**src/rtl/imm_ext_stage.sv**
```systemverilog
// ID/EX immediate-extension stage: extends a 16-bit immediate to 32 bits and
// buffers it behind a valid/ready handshake with a 2-entry skid buffer.
// Optional: define IMM_BRANCH_SHIFT_EN to make mode 11 emit the branch byte offset.
module imm_ext_stage #(
  parameter int TAG_W = 5
) (
  input  logic             clk,
  input  logic             rst_n,
  input  logic             flush,
  input  logic             in_valid,
  output logic             in_ready,
  input  logic [15:0]      in_imm,
  input  logic [1:0]       in_mode,
  input  logic [TAG_W-1:0] in_tag,
  output logic             out_valid,
  input  logic             out_ready,
  output logic [31:0]      out_data,
  output logic [TAG_W-1:0] out_tag
);

  logic [31:0]      ext_data;
  logic [31:0]      main_data, skid_data;
  logic [TAG_W-1:0] main_tag, skid_tag;
  logic             main_valid, skid_valid;
  logic             in_xfer, out_xfer;

  // Extension is done before storage so the registered output is ready to use.
  always_comb begin
    ext_data = {{16{in_imm[15]}}, in_imm};
    case (in_mode)
      2'b01:   ext_data = {16'h0, in_imm};
      2'b10:   ext_data = {in_imm, 16'h0};
`ifdef IMM_BRANCH_SHIFT_EN
      2'b11:   ext_data = {{14{in_imm[15]}}, in_imm, 2'b00};
`else
      2'b11:   ext_data = {{16{in_imm[15]}}, in_imm};
`endif
      default: ext_data = {{16{in_imm[15]}}, in_imm};
    endcase
  end

  assign in_ready  = !skid_valid;
  assign in_xfer   = in_valid && in_ready;
  assign out_xfer  = main_valid && out_ready;
  assign out_valid = main_valid;
  assign out_data  = main_data;
  assign out_tag   = main_tag;

  // Skid only fills while main is stalled, so in_ready is low whenever skid holds data.
  always_ff @(posedge clk or negedge rst_n) begin
    if (!rst_n) begin
      main_valid <= 1'b0;
      skid_valid <= 1'b0;
      main_data  <= 32'h0;
      main_tag   <= '0;
      skid_data  <= 32'h0;
      skid_tag   <= '0;
    end else if (flush) begin
      main_valid <= 1'b0;
      skid_valid <= 1'b0;
    end else if (!main_valid || out_xfer) begin
      if (skid_valid) begin
        main_data  <= skid_data;
        main_tag   <= skid_tag;
        main_valid <= 1'b1;
        skid_valid <= 1'b0;
      end else if (in_xfer) begin
        main_data  <= ext_data;
        main_tag   <= in_tag;
        main_valid <= 1'b1;
      end else begin
        main_valid <= 1'b0;
      end
    end else if (in_xfer) begin
      skid_data  <= ext_data;
      skid_tag   <= in_tag;
      skid_valid <= 1'b1;
    end
  end

endmodule

```
**config.mk**
```make
export PLATFORM = sky130hd
export DESIGN_NAME = imm_ext_stage
export DESIGN_NICKNAME = d
export VERILOG_FILES = /design/src/rtl/imm_ext_stage.sv
export SDC_FILE = /design/constraint.sdc
export NUM_CORES = 1
export LEC_CHECK = 0
export CORE_MARGIN = 2
export CORE_UTILIZATION = 55
export CTS_BUF_LIST = sky130_fd_sc_hd__clkbuf_8
export DETAILED_ROUTE_END_ITERATION = 10
export PLACE_DENSITY = 0.84
export SLEW_MARGIN = 20
export SYNTH_ARGS = -nofsm -noshare
export SYNTH_HDL_FRONTEND = slang
export SYNTH_SLANG_ARGS = --single-unit
export TNS_END_PERCENT = 50
```
**constraint.sdc**
```tcl
create_clock -name clk -period 4.45 [get_ports clk]
set_clock_uncertainty 0.1 [all_clocks]
set_input_delay 0.89 -clock clk [delete_from_list [all_inputs] [get_ports clk]]
set_output_delay 0.89 -clock clk [all_outputs]
set_load 0.02 [all_outputs]
```
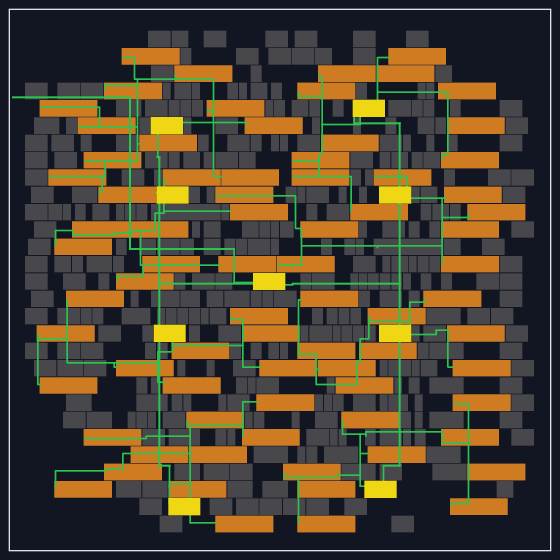
(images/clock_map.png)
Orange is flip-flops, count 76. Yellow is cells driving clock nets, count 9. Green is clock wires, length 892 µm.
There are 10 routed clock nets.

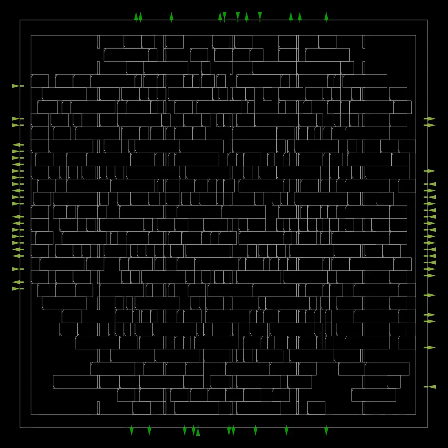
(images/final_placement.png)
Seq/total area: 0.4245
row cnt: 29
core area: 0.006314 mm²
final std cells w/o fill: 483
num tapcells: 77

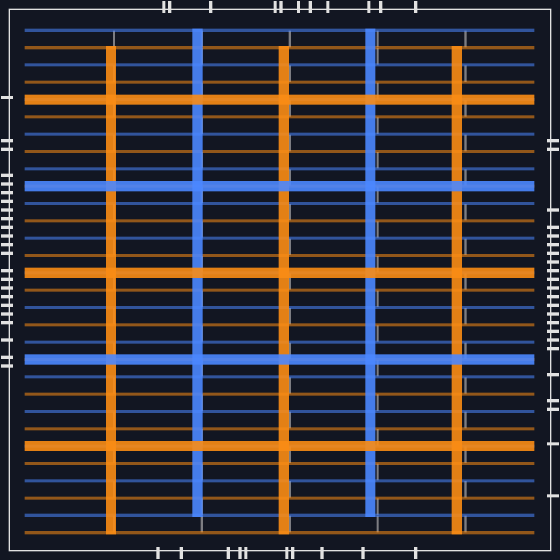
(images/pdn.png)
Pins as bars on the die edge. Tap cells in grey.
Blue is VDD. Orange is VSS.
30 met1 rails follow the rows. 67 signal pins sit on the boundary.

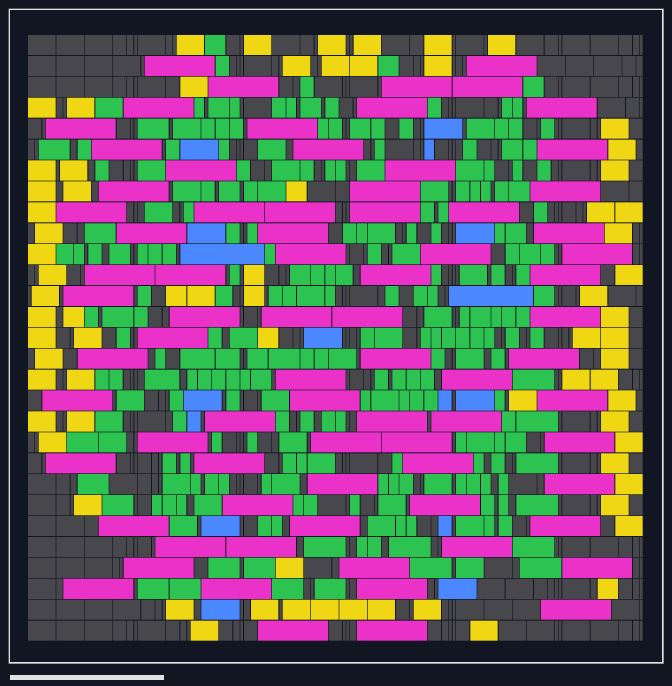
(images/cell_classes.png)
Bar = 20 µm. Fill, decap, tap and diode cells in grey.
Yellow is other buffers and delay cells, cells 72. Blue is clock drivers and dummy loads, cells 16. Magenta is flops, cells 76. Green is all other logic, cells 242.
Final Util: 0.7097
post-route cell area: 0.004481 mm²

==> flow_summary.ini <==
; flow metrics
[detailed_routing]
drcViolationCount = 0
vias_per_cell = 5.762
met2_length_um = 4095
wl_met1_um = 3440
route.met3.wl_um = 460
drt_wl_total_um = 8157

[synth]
adder_share = 0.006971
synth-area-yosys_mm2 = 0.003590
yosysUniqueCellTypes = 25
enable_flop_cells = 0
top_logic_kind = multiplexers
yosysTopAreaCell = dfrtp_1

[worst_setup_path]
crit_arrival_ns = 1.86
crit_family = buffers and inverters
crit_path_start_kind = flip-flop
timing.critical_path.from = skid_valid$_DFFE_PN0P_
path_buffers = 2
crit_end = in_ready
crit_type = flip-flop to output pin
worstPathRequired_ns = 3.46
path_max_fanout = 17

[min_path]
min_path_type = flip-flop to flip-flop
min_delay_path_depth = 1
hold_path_startpoint = out_data[10]$_DFFE_PN0P_

[layout]
flop_area_mm2 = 0.001902
final-nonclk-buf-share = 0.1569
nNetsFinal = 431
flops = 76
drive_above_1_share = 0.1158

[cts]
postCtsSetupRepairBufs = 0
hold_buffers = 0
cts.root.buffer_cell = clkbuf_8

[place]
numPortBuffers = 66
dpl.hpwl_um = 5463
place_area_mm2 = 0.004264

[status]
status = complete, no violations

[sta]
hold_ws_ns = 0.4082
setup_slack_ns = 1.605
period_used_share = 0.6394
fmaxAchievable_mhz = 351.4
hold_violations = 0

[job]
warnings = 27

[pwr]
switchingPower_mw = 0.5977
p_seq_mw = 0.942
ir_worst_vdd_v = 0.0002296
powerDensity_mw_per_mm2 = 453.1

[die]
die_y_um = 84.79
